<file path="src/rtl/bf_input_fifo_if.sv">
// -----------------------------------------------------------------------------
// bf_input_fifo_if
// Host-side byte stream bundle feeding bf_input_fifo.
//   in_valid : host byte valid
//   in_data  : host byte
//   in_ready : buffer can take a byte this cycle
//   in_eof   : end-of-stream flag (pulse or level)
// master = host (drives bytes), slave = buffer.
// -----------------------------------------------------------------------------
interface bf_input_fifo_if;
   logic       in_valid;
   logic [7:0] in_data;
   logic       in_ready;
   logic       in_eof;

   modport master (
      output in_valid,
      output in_data,
      output in_eof,
      input  in_ready
   );

   modport slave (
      input  in_valid,
      input  in_data,
      input  in_eof,
      output in_ready
   );
endinterface

</file>
<file path="src/rtl/bf_input_fifo.sv">
// -----------------------------------------------------------------------------
// bf_input_fifo
// Byte buffer in front of the BFCPU ',' port. The host pushes bytes through
// the host interface; each edge on IR is one CPU read request, answered by
// loading INPD with {8'h00, byte}, or with EOF_CODE once the buffer is empty
// and end-of-stream has been flagged. A request that cannot be answered yet
// raises stall until a byte or end-of-stream shows up.
//
// Ports:
//   clk    : clock, rising edge
//   reset  : synchronous, active-high
//   host   : byte stream in (in_valid/in_data/in_ready/in_eof)
//   IR     : request toggle from the CPU
//   INPD   : answer to the most recent request
//   stall  : request pending with nothing to serve it
//   level  : current occupancy, 0..DEPTH
//   err    : sticky, a request arrived while one was still pending
//
// Parameters:
//   DEPTH    : entries, power of two, >= 2
//   EOF_CODE : value placed on INPD for requests served after end-of-stream
// -----------------------------------------------------------------------------
module bf_input_fifo #(
   parameter int          DEPTH    = 16,
   parameter logic [15:0] EOF_CODE = 16'hFFFF
) (
   input  logic                   clk,
   input  logic                   reset,
   bf_input_fifo_if.slave         host,
   input  logic                   IR,
   output logic [15:0]            INPD,
   output logic                   stall,
   output logic [$clog2(DEPTH):0] level,
   output logic                   err
);

   localparam int AW = $clog2(DEPTH);   // address bits
   localparam int PW = AW + 1;          // pointer bits, MSB is the wrap bit

   typedef enum logic {
      ST_IDLE = 1'b0,
      ST_WAIT = 1'b1
   } state_t;

   state_t         state_reg, state_next;
   logic [PW-1:0]  wp_reg, wp_next;
   logic [PW-1:0]  rp_reg, rp_next;
   logic           eof_reg, eof_next;
   logic           ir_reg;
   logic           stall_reg, stall_next;
   logic           err_reg, err_next;
   logic [15:0]    inpd_reg;

   logic [7:0]     mem [DEPTH];

   logic           empty;
   logic           full;
   logic           req;
   logic           push;
   logic           pop;
   logic           load_eof;

   // Status derives only from registered pointers, so a pop in the cycle the
   // buffer is full frees a slot for the host one cycle later.
   assign empty = (wp_reg == rp_reg);
   assign full  = (wp_reg[AW] != rp_reg[AW]) &&
                  (wp_reg[AW-1:0] == rp_reg[AW-1:0]);

   // Any edge of IR, rising or falling, is a request.
   assign req = (IR != ir_reg);

   // -------------------------------------------------------------------------
   // Next-state and control
   // -------------------------------------------------------------------------
   always_comb begin
      state_next = state_reg;
      stall_next = stall_reg;
      err_next   = err_reg;
      pop        = 1'b0;
      load_eof   = 1'b0;
      eof_next   = eof_reg | host.in_eof;
      push       = host.in_valid && !full;

      case (state_reg)
         ST_IDLE: begin
            if (req) begin
               if (!empty) begin
                  pop = 1'b1;
               end else if (eof_reg) begin
                  load_eof = 1'b1;
               end else begin
                  state_next = ST_WAIT;
                  stall_next = 1'b1;
               end
            end
         end

         ST_WAIT: begin
            // A second request while waiting is folded into the pending one;
            // only the error flag records that it happened.
            if (req) begin
               err_next = 1'b1;
            end
            // Decided on registered pointers: a byte pushed at edge m is
            // served at edge m+1, never bypassed within the push cycle.
            if (!empty) begin
               pop        = 1'b1;
               stall_next = 1'b0;
               state_next = ST_IDLE;
            end else if (eof_reg) begin
               load_eof   = 1'b1;
               stall_next = 1'b0;
               state_next = ST_IDLE;
            end
         end

         default: begin
            state_next = ST_IDLE;
         end
      endcase

      wp_next = wp_reg + {{AW{1'b0}}, push};
      rp_next = rp_reg + {{AW{1'b0}}, pop};
   end

   // -------------------------------------------------------------------------
   // Storage write port. Contents are not reset; the pointers define what is
   // valid.
   // -------------------------------------------------------------------------
   always_ff @(posedge clk) begin
      if (push) begin
         mem[wp_reg[AW-1:0]] <= host.in_data;
      end
   end

   // -------------------------------------------------------------------------
   // State, pointers and answer register. INPD is the registered read port of
   // the storage array, so there is no combinational path from IR to INPD.
   // -------------------------------------------------------------------------
   always_ff @(posedge clk) begin
      if (reset) begin
         state_reg <= ST_IDLE;
         wp_reg    <= '0;
         rp_reg    <= '0;
         eof_reg   <= 1'b0;
         // Track IR through reset so toggles during reset are not seen as
         // requests afterwards.
         ir_reg    <= IR;
         stall_reg <= 1'b0;
         err_reg   <= 1'b0;
         inpd_reg  <= 16'h0000;
      end else begin
         state_reg <= state_next;
         wp_reg    <= wp_next;
         rp_reg    <= rp_next;
         eof_reg   <= eof_next;
         ir_reg    <= IR;
         stall_reg <= stall_next;
         err_reg   <= err_next;
         if (pop) begin
            inpd_reg <= {8'h00, mem[rp_reg[AW-1:0]]};
         end else if (load_eof) begin
            inpd_reg <= EOF_CODE;
         end
      end
   end

   assign INPD          = inpd_reg;
   assign stall         = stall_reg;
   assign err           = err_reg;
   assign level         = wp_reg - rp_reg;
   assign host.in_ready = !full;

endmodule

</file>
<file path="src/flat_wrapper.sv">
// flat-port wrapper written by rule: the top's interface ports become plain ports
module bf_input_fifo_flat 
#(
   parameter int          DEPTH    = 16,
   parameter logic [15:0] EOF_CODE = 16'hFFFF
)
  (clk, reset, IR, INPD, stall, level, err, host_in_valid, host_in_data, host_in_eof, host_in_ready);
  bf_input_fifo_if host_i ();
  input  logic clk;
  input  logic reset;
  input  logic IR;
  output logic [15:0] INPD;
  output logic stall;
  output logic [$clog2(DEPTH):0] level;
  output logic err;
  input wire logic [$bits(host_i.in_valid)-1:0] host_in_valid;
  input wire logic [$bits(host_i.in_data)-1:0] host_in_data;
  input wire logic [$bits(host_i.in_eof)-1:0] host_in_eof;
  output wire logic [$bits(host_i.in_ready)-1:0] host_in_ready;
  assign host_i.in_valid = host_in_valid;
  assign host_i.in_data = host_in_data;
  assign host_i.in_eof = host_in_eof;
  assign host_in_ready = host_i.in_ready;
  bf_input_fifo #(.DEPTH(DEPTH), .EOF_CODE(EOF_CODE)) u_core (.clk(clk), .reset(reset), .host(host_i), .IR(IR), .INPD(INPD), .stall(stall), .level(level), .err(err));
endmodule
</file>
<file path="config.mk">
export PLATFORM = sky130hd
export DESIGN_NAME = bf_input_fifo_flat
export DESIGN_NICKNAME = d
export VERILOG_FILES = /design/src/rtl/bf_input_fifo_if.sv /design/src/rtl/bf_input_fifo.sv /design/src/flat_wrapper.sv
export SDC_FILE = /design/constraint.sdc
export NUM_CORES = 1
export LEC_CHECK = 0
export ABC_CLOCK_PERIOD_IN_PS = 4000
export CAP_MARGIN = 20
export CORE_ASPECT_RATIO = 0.6
export CORE_MARGIN = 10
export CORE_UTILIZATION = 38
export CTS_CLUSTER_SIZE = 28
export DETAILED_ROUTE_END_ITERATION = 10
export GPL_ROUTABILITY_DRIVEN = 0
export PLACE_DENSITY = 0.54
export SYNTH_ARGS = -nofsm -noshare
export SYNTH_HDL_FRONTEND = slang
export SYNTH_SLANG_ARGS = --single-unit
</file>
<file path="constraint.sdc">
create_clock -name clk -period 4 [get_ports clk]
set_input_delay 0.4 -clock clk [delete_from_list [all_inputs] [get_ports clk]]
set_output_delay 0.4 -clock clk [all_outputs]
set_load 0.05 [all_outputs]
</file>
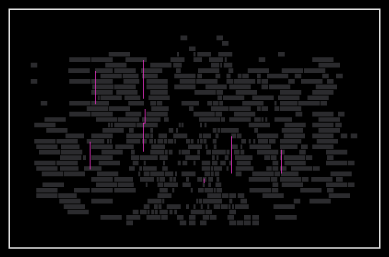
Fig. 1. The metal 4 layer (run 1).
Drawn at 2 px/um.
The layer carries 103 um of wire. The layer holds 0.74% of the routed length. The longest straight run is 19.0 um.
via count: 3330
drt total wl: 13.87 mm

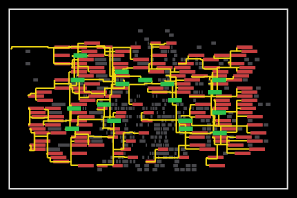
Fig. 2. Routed clock nets over the placement (run 1).
Drawn at 1.5 px/um.
Red stands for flip-flops, count 152. Green stands for clock drivers, count 17. Yellow stands for clock wires, length 1850 um.
There are 18 routed clock nets.
clock network fraction of total power: 33.0%
Power Clock: 0.00151 W
Final Skew: 0.01344 ns
Clock Latency Late Sink: 0.42 ns

==> flow_summary_export.csv, run 1 <==
group,metric,value,unit
setup_path,crit_slowest_cell,"clkdlybuf4s50_1",
final_timing,timing.fmax,309.1,MHz
clock_network,hold_buffers,0,
run,maxCapViolCount,0,
global_routing,grt_overflow_total,0,
pwr,p_per_area,631.0,nW/um^2
clock_network,post_cts_resized,0,
yosys,synth-xor-area-share,1.846,%
cells_and_area,comb_area_share,22.51,%
drt,drt_iter0_markers,352,
cells_and_area,clock_area_share,7.613,%
floorplan,pin_count,37,
setup_path,worst-path-buf-inv,3,
setup_path,critPathLaunchType,"register",
worst_hold_path,hp-class,"reg -> reg",
pwr,finalPower,0.004573,W
cells_and_area,nClkBuffers,19,
yosys,yosys.area_share.simple,4.545,%
cells_and_area,register_area,4325,um^2
cells_and_area,bufAreaShareNonClock,6.076,%
clock_network,clk_pin_slew,0.06,ns
final_timing,hold_violations,0,
setup_path,rr_endpoint,"u_core.mem[8][2]",
cells_and_area,combGateArea,1632,um^2
pwr,p_switching,0.001454,W
pwr,intPower,0.003120,W
setup_path,crit_fanout,16,
final_timing,final-setup-viol-count,0,
yosys,ys_warn_count,0,
placement,pre_cts_ws,1.010,ns
final_timing,fin_crit_sh,80.89,%
cells_and_area,instances_no_fill,626,
drt,wl_per_cell,22.15,um
yosys,syn_area,6167,um^2
drt,highest_layer,"met5",
floorplan,rows,35,
final_timing,setup_slack,0.7645,ns
drt,routed-wl-met3,719,um
yosys,ys_top_logic_family,"multiplexers",
setup_path,crit_required,3.60,ns
cells_and_area,seq_share,59.68,%
yosys,yosys-stat-area,6167,um^2
yosys,edf_count,128,
drt,met1Wirelength,7.120,mm
global_routing,antenna_found_initial,1,
pwr,irDropWorstVdd,295.6,uV
run,warnings,26,
global_routing,grt_start_max_net_pins,50,
clock_network,htreeDepth,4,
yosys,compound_area_share,6.654,%
pwr,maxPowerGroup,"sequential cells",
setup_path,crit_start,"u_core.rp_reg[1]",
placement,port_buffers,36,
yosys,flop_cell,"edfxtp_1",
drt,ant_nets,0,
clock_network,cts_buffers,17,
pwr,p_comb_share,27.4,%
setup_path,critical_path_arrival,2.84,ns
floorplan,fp.dieH,118.7,um
run_status,outcome,"complete, no violations",
cells_and_area,antenna_cells,0,
setup_path,crit_type,"reg -> out",
pwr,switching_share,31.79,%
cells_and_area,nMultiInputCombCells,183,
yosys,ys_types,39,
final_timing,rsz0062_at_grt,"no",
yosys,synthesis.nets,391,
floorplan,die-area,21890,um^2
clock_network,cts.sinks,152,
placement,dp_hpwl,9.456,mm
global_routing,grt_util_met3,2.814,%
worst_hold_path,hold_path_depth,2,
yosys,numSynthFlops,152,
floorplan,die_w,184.5,um
cells_and_area,nNonClkInverters,12,
drt,wl_met2,5.917,mm
clock_network,cts_setup_buffers,0,
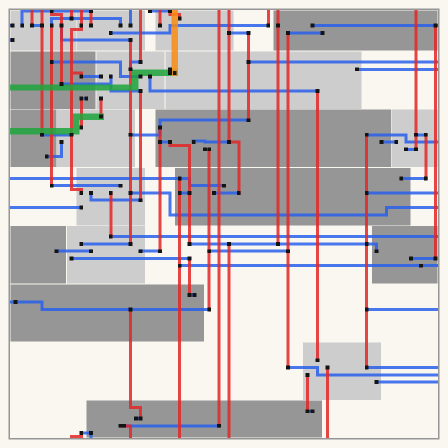
Fig. 3. A small window of the routed layout (run 1).
Region (128, 20) to (148, 40) um. Cells in gray, sequential cells in the stronger gray; small squares are vias.
Blue stands for metal 1. Red stands for metal 2. Green stands for metal 3. Orange stands for metal 4.
15 logic cells have their middle in the window. Sequential cells in the window: 5. Most frequent: mux2i_1 (5), edfxtp_1 (5), a221oi_1 (4). Netlist names of flops here include u_core.mem (5).

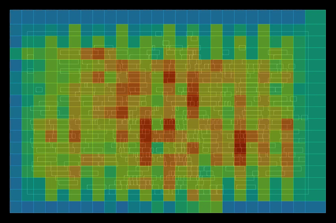
Fig. 4. Track usage over the die (run 1).
most used routing layer: met1
met2 Track Usage GR: 17.51%
met1 usage: 19.71%
Final Util: 46.36%

run 1: Yosys cell counts (6+ instances only):
library cell,number
a221oi_1,7
a211oi_2,8
buf_4,7
mux4_1,7
inv_1,11
mux2i_1,32
ha_1,8
dfxtp_1,24
o22ai_1,8
mux4_2,9
a21oi_1,6
xnor2_1,8
nand3_1,8
nor2_1,31
o21ai_1,10
a211oi_1,8
edfxtp_1,128
run 1: layout by cell type, fill, tap and decap left out, types with 8 or more instances in the layout:
cell             instances
mux4_2                   9
clkbuf_16               17
edfxtp_1               128
dfxtp_1                 23
o22ai_1                  8
clkdlybuf4s50_1         36
ha_1                     8
nand3_1                  8
inv_1                   11
o21ai_1                 10
xnor2_1                  8
a211oi_2                 8
nor2_1                  31
a211oi_1                 8
mux2i_1                 32
Fig. 5: run 1, wiring by layer
Drawn at 2 px/um.
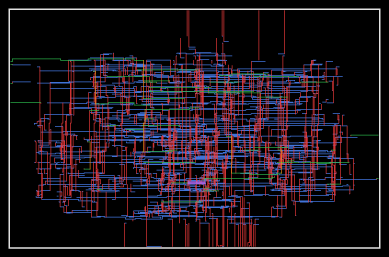

--- run 2 (diff from run 1) ---
--- a/config.mk
+++ b/config.mk
@@ -5,7 +5,7 @@
 export SDC_FILE = /design/constraint.sdc
 export NUM_CORES = 1
 export LEC_CHECK = 0
-export ABC_CLOCK_PERIOD_IN_PS = 4000
+export ABC_CLOCK_PERIOD_IN_PS = 2700
 export CAP_MARGIN = 20
 export CORE_ASPECT_RATIO = 0.6
 export CORE_MARGIN = 10
@@ -13,7 +13,7 @@
 export CTS_CLUSTER_SIZE = 28
 export DETAILED_ROUTE_END_ITERATION = 10
 export GPL_ROUTABILITY_DRIVEN = 0
-export PLACE_DENSITY = 0.54
+export PLACE_DENSITY = 0.56
 export SYNTH_ARGS = -nofsm -noshare
 export SYNTH_HDL_FRONTEND = slang
 export SYNTH_SLANG_ARGS = --single-unit
==> constraint.sdc (replaced) <==
create_clock -name clk -period 2.7 [get_ports clk]
set_input_delay 0.27 -clock clk [delete_from_list [all_inputs] [get_ports clk]]
set_output_delay 0.27 -clock clk [all_outputs]
set_load 0.05 [all_outputs]
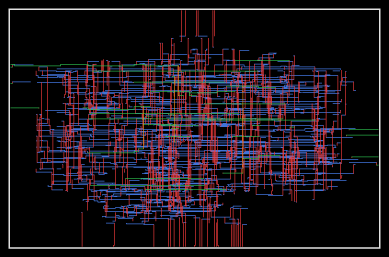
Fig. 6. Wiring by layer (run 2).
Drawn at 2 px/um.
Blue stands for metal 1, wire length 7050 um. Orange stands for metal 4, wire length 112 um. Green stands for metal 3, wire length 954 um. Red stands for metal 2, wire length 5980 um.
drt total wl: 14.09 mm
via count: 3324

==> run 2 against run 1 <==
Largest power group unchanged. Critical path depth grew 1. Count of clock-buffer cells in the layout decreased by 2. Worst setup slack lost 0.62 ns. Flip-flop count unchanged. Synthesized area did not move. Utilization is 1.3 points higher. First-iteration DRC count shrank 38%. Sequential share of layout area fell by 1.7 points.
==> flow_summary_export.csv, run 2 <==
group,metric,value,unit
cells_and_area,layout.cells.most_common,"edfxtp_1",
yosys,top_cell,"edfxtp_1",
pwr,maxPowerGroup,"sequential cells",
pwr,p_switching,0.002182,W
setup_path,critical_path_arrival,2.29,ns
global_routing,antenna_found_initial,0,
yosys,yosys-stat-area,6167,um^2
yosys,syn_area,6167,um^2
cells_and_area,antenna_cells,0,
yosys,flop_cell,"edfxtp_1",
global_routing,grt_overflow_total,0,
final_timing,setup_slack,0.1410,ns
setup_path,crit_type,"reg -> out",
cells_and_area,instances_no_fill,643,
clock_network,hold_buffers,0,
global_routing,gr-usage-all-layers,13.21,%
setup_path,crit_required,2.43,ns
placement,port_buffers,36,
floorplan,die_w,184.5,um
pwr,p_per_area,934.6,nW/um^2
final_timing,rsz0062_at_grt,"no",
setup_path,worst-path-buf-inv,3,
placement,placedInstanceArea,6869,um^2
pwr,switching_share,31.30,%
worst_hold_path,hold_path_depth,1,
pwr,finalPower,0.006971,W
global_routing,grt_busiest_layer,"met1",
drt,ant_nets,0,
yosys,synth-xor-area-share,1.846,%
yosys,synthesis.nets,391,
setup_path,crit_fanout,4,
clock_network,post_cts_resized,0,
drt,wl_met2,5.977,mm
setup_path,crit_slowest_cell,"fa_1",
yosys,yosys.area_share.simple,4.545,%
global_routing,met2_usage,17.79,%
setup_path,critPathLaunchType,"register",
drt,highest_layer,"met4",
placement,pre_cts_ws,0.3136,ns
clock_network,cts_setup_buffers,0,
drt,drt_iter0_markers,218,
pwr,irDropWorstVdd,425.6,uV
global_routing,grt_start_max_net_pins,39,
floorplan,die-area,21890,um^2
floorplan,pin_count,37,
drt,drc_errors,0,
yosys,common_cells,"edfxtp_1, mux2i_1, nor2_1",
run_status,outcome,"complete, no violations",
drt,wl_per_cell,21.92,um
pwr,powerClk,0.00236,W
floorplan,fp.dieH,118.7,um
yosys,avgSynthCellArea,16.71,um^2
placement,dp_hpwl,9.742,mm
yosys,edf_count,128,
clock_network,clkLatencyLatePin,0.42,ns
run,maxCapViolCount,0,
yosys,numSynthFlops,152,
run,warnings,27,
drt,routed-wl-met3,954,um
yosys,ys_top_logic_family,"multiplexers",
floorplan,floorplan.core_util,39.45,%
drt,met1Wirelength,7.050,mm
worst_hold_path,hp-class,"in -> reg",
final_timing,final-setup-viol-count,0,
clock_network,cts.sinks,152,
pwr,clkPwrFrac,33.8,%
pwr,intPower,0.004789,W
clock_network,cts_buffers,17,
final_timing,hold_violations,0,
final_timing,worst_clock_skew,0.009586,ns
global_routing,grt.met1_usage,20.04,%
final_timing,timing.fmax,390.8,MHz
global_routing,grt_util_met3,3.916,%
clock_network,htreeDepth,4,
final_timing,fin_crit_sh,94.78,%
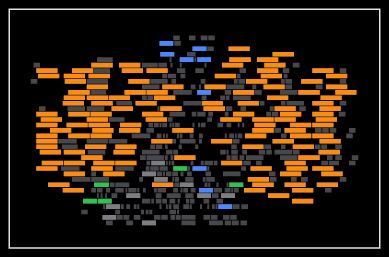
Fig. 7. Register map, names as in the netlist (run 2).
Drawn at 2 px/um.
Orange stands for u_core.mem, placed flops 128. Green stands for u_core.rp_reg, placed flops 5. Blue stands for u_core.INPD, placed flops 9.
Another 10 sequential cells are not colored.
sequential power: 0.00269 W
Seq. cell area: 4325 um^2
Seq/total area: 57.99%
Final Util: 47.71%

==> run 2: cell counts after synthesis <==
No cell type changed its count.
==> run 2: path summary, 6_finish.rpt <==
kind / from / endpoint / slack (ns)
max: u_core.wp_reg[0] / level[4] / 0.14
max reg2reg: u_core.rp_reg[1] / u_core.mem[8][0] / 0.30
min reg2reg: u_core.err / u_core.err / 0.48
min: IR / u_core.ir_reg / 0.40
==> run 2: cell type report <==
cell class	count	area (um^2)	share of cell area (%)
Clock buffer	17	425.4	5.704
Clock inverter	14	163.9	2.198
Inverter	12	45.04	0.6039
Multi-Input combinational cell	183	1652	22.14
Sequential cell	152	4325	57.99
Tap cell	203	254.0	3.405
Timing Repair Buffer	62	593.1	7.952
--- run 3 (diff from run 2) ---
--- a/config.mk
+++ b/config.mk
@@ -12,7 +12,6 @@
 export CORE_UTILIZATION = 38
 export CTS_CLUSTER_SIZE = 28
 export DETAILED_ROUTE_END_ITERATION = 10
-export GPL_ROUTABILITY_DRIVEN = 0
 export PLACE_DENSITY = 0.56
 export SYNTH_ARGS = -nofsm -noshare
 export SYNTH_HDL_FRONTEND = slang
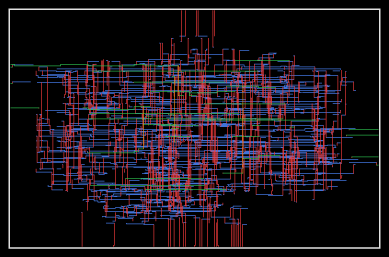
Fig. 8. Wiring by layer (run 3).
Drawn at 2 px/um.
Blue stands for metal 1, wire length 7050 um. Green stands for metal 3, wire length 954 um. Red stands for metal 2, wire length 5980 um. Orange stands for metal 4, wire length 112 um.
wire per inst: 21.92 um
Total GRT Usage: 13.21%

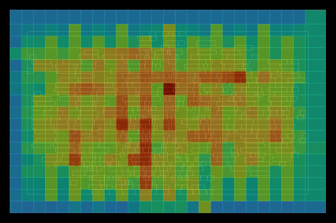
Fig. 9. Track usage over the die (run 3).
met1 usage: 20.04%
Global Route met3 Usage: 3.916%
met2 Track Usage GR: 17.79%

==> run 3 against run 2 <==
Sequential share of layout area stayed put. Flip-flop count unchanged. Register-to-register slack barely moved. Die size is the same. First-iteration DRC count did not move. Sequential power is essentially flat. Fmax unchanged. Worst setup slack unchanged. Global-route usage stayed put. Critical path type unchanged. Critical endpoint unchanged. Largest cell class unchanged.
==> flow_summary_export.csv, run 3 <==
group,metric,value,unit
yosys,synthesis.nets,391,
placement,gp_congestion,0.8503,
clock_network,hold_buffers,0,
yosys,fa_ha_area_share,1.948,%
pwr,powerClk,0.00236,W
yosys,syn_area,6167,um^2
drt,num_vias,3324,
setup_path,critPathTopFamily,"adder cells",
placement,port_buffers,36,
run,maxCapViolCount,0,
clock_network,cts.sinks,152,
cells_and_area,clock_area_share,7.901,%
clock_network,cts_tree,"done",
cells_and_area,bufAreaShareNonClock,7.952,%
global_routing,grt_overflow_total,0,
floorplan,die-area,21890,um^2
cells_and_area,largest_class,"sequential cells",
cells_and_area,area_delta_synth_final,20.94,%
yosys,edf_count,128,
global_routing,grt_pass1_vias,3427,
floorplan,fp.dieH,118.7,um
final_timing,drv_slew,0,
yosys,ys_warn_count,0,
floorplan,floorplan.core_util,39.45,%
pwr,sequentialPowerShare,38.6,%
setup_path,crit_type,"reg -> out",
cells_and_area,instances_no_fill,643,
yosys,synth-xor-area-share,1.846,%
yosys,top_cell,"edfxtp_1",
drt,drt_iter0_markers,218,
clock_network,cts_setup_buffers,0,
clock_network,htreeDepth,4,
global_routing,grt_pass1_wl,21.57,mm
final_timing,hold_violations,0,
setup_path,worst-path-buf-inv,3,
pwr,pg_seq,0.00269,W
yosys,avgSynthCellArea,16.71,um^2
yosys,async_reset_ff_share,0,%
pwr,intPower,0.004789,W
final_timing,worst_slew_pin_slew,0.7714,ns
final_timing,fin_crit_sh,94.78,%
run_status,outcome,"complete, no violations",
setup_path,critPathLaunchType,"register",
global_routing,antenna_found_initial,0,
setup_path,critPathMaxStageDelay,0.47,ns
cells_and_area,nMultiInputCombCells,183,
floorplan,pin_count,37,
worst_hold_path,hp-class,"in -> reg",
final_timing,holdWs,0.3969,ns
yosys,compound_area_share,6.654,%
clock_network,clk_pin_slew,0.06,ns
cells_and_area,nClkBuffers,17,
cells_and_area,nFlopsAndLatches,152,
yosys,yosys.area_share.simple,4.545,%
final_timing,worst_clock_skew,0.009586,ns
floorplan,rows,35,
global_routing,grt_start_max_net_pins,39,
placement,placedInstanceArea,6869,um^2
final_timing,timing.fmax,390.8,MHz
pwr,maxPowerGroup,"sequential cells",
floorplan,die_w,184.5,um
pwr,irDropWorstVdd,425.6,uV
cells_and_area,comb_area_share,22.14,%
setup_path,path_cells,"inv_1, ha_1, fa_1, inv_1, a21o_1, a21oi_1, xnor2_1, buf_12",
yosys,common_cells,"edfxtp_1, mux2i_1, nor2_1",
cells_and_area,nonClockBufferCount,62,
yosys,top_area_share,62.33,%
clock_network,cts_root_buf,"clkbuf_16",
pwr,p_switching,0.002182,W
pwr,p_comb_share,27.5,%
clock_network,post_cts_resized,0,
final_timing,rsz0062_at_grt,"no",
run,warnings,27,
final_timing,fin_crit,2.559,ns
cells_and_area,fillerInstances,1319,
yosys,syn-instance-count,369,
cells_and_area,nNonClkInverters,12,
cells_and_area,drive_gt1_share,19.77,%
drt,drc_errors,0,
drt,vias_per_cell,5.170,
pwr,p_per_area,934.6,nW/um^2
pwr,p_leak,2.486,nW
pwr,finalPower,0.006971,W
clock_network,cts_buffers,17,
cells_and_area,largest_register_ffs,128,
drt,ant_nets,0,
final_timing,final-setup-viol-count,0,
floorplan,core-area,15630,um^2
yosys,yosys-stat-area,6167,um^2
final_timing,slew_headroom,48.41,%
pwr,p_comb,0.00192,W
pwr,clkPwrFrac,33.8,%
yosys,ys_types,39,
cells_and_area,design_area,7458,um^2
yosys,flop_cell,"edfxtp_1",
cells_and_area,antenna_cells,0,
placement,placedCellCount,612,
cells_and_area,seq_share,57.99,%
cells_and_area,most-common-layout-cells,"edfxtp_1, mux2i_1, nor2_1, clkdlybuf4s50_1, buf_4",
yosys,ys_top_logic_family,"multiplexers",
pwr,switching_share,31.30,%
setup_path,crit_path_end_kind,"output port",
yosys,mux_share,11.46,%
clock_network,cts.path.max_buffers,2,
setup_path,cpMostUsedCell,"inv_1",
floorplan,tap_cells,203,
setup_path,critical_path_arrival,2.29,ns
setup_path,crit_fanout,4,
yosys,top_cells_by_area,"edfxtp_1, dfxtp_1, mux2i_1",
drt,detail_route.first_pass.iterations,4,
setup_path,crit_required,2.43,ns
placement,dp_hpwl,9.742,mm
yosys,top_area_cell,"edfxtp_1",
cells_and_area,register_area,4325,um^2
clock_network,clkLatencyLatePin,0.42,ns
setup_path,crit_slowest_cell,"fa_1",
cells_and_area,nNetsFinal,450,
cells_and_area,layout.cells.most_common,"edfxtp_1",
cells_and_area,combGateArea,1652,um^2
yosys,numSynthFlops,152,
cells_and_area,final_util,47.71,%
yosys,ys_cells,369,
drt,drt_wl_total,14.09,mm
## run 3: final timing paths
check	startpoint	endpoint	slack, ns	cells past startpoint
max reg2reg	u_core.rp_reg[1]	u_core.mem[8][0]	0.30	7
min reg2reg	u_core.err	u_core.err	0.48	2
max	u_core.wp_reg[0]	level[4]	0.14	8
min	IR	u_core.ir_reg	0.40	1
## run 3: metrics by stage
stage               setup TNS, ns  worst slack, ns
floorplan                  -2.968         -0.03769
global placement                0           0.4089
detailed placement              0           0.3136
CTS                             0           0.1178
global route                    0         0.003274
finish                          0           0.1410
## run 3: routing by layer
metal	track usage [%]	wire length (um)	vias up
met1	20.04	7050	1695
met3	3.916	954	9
met5	0	0	-
li1	-	-	1551
met2	17.79	5977	69
met4	3.007	112	0
No activity file was given, so power comes from the tool's default toggle rates.
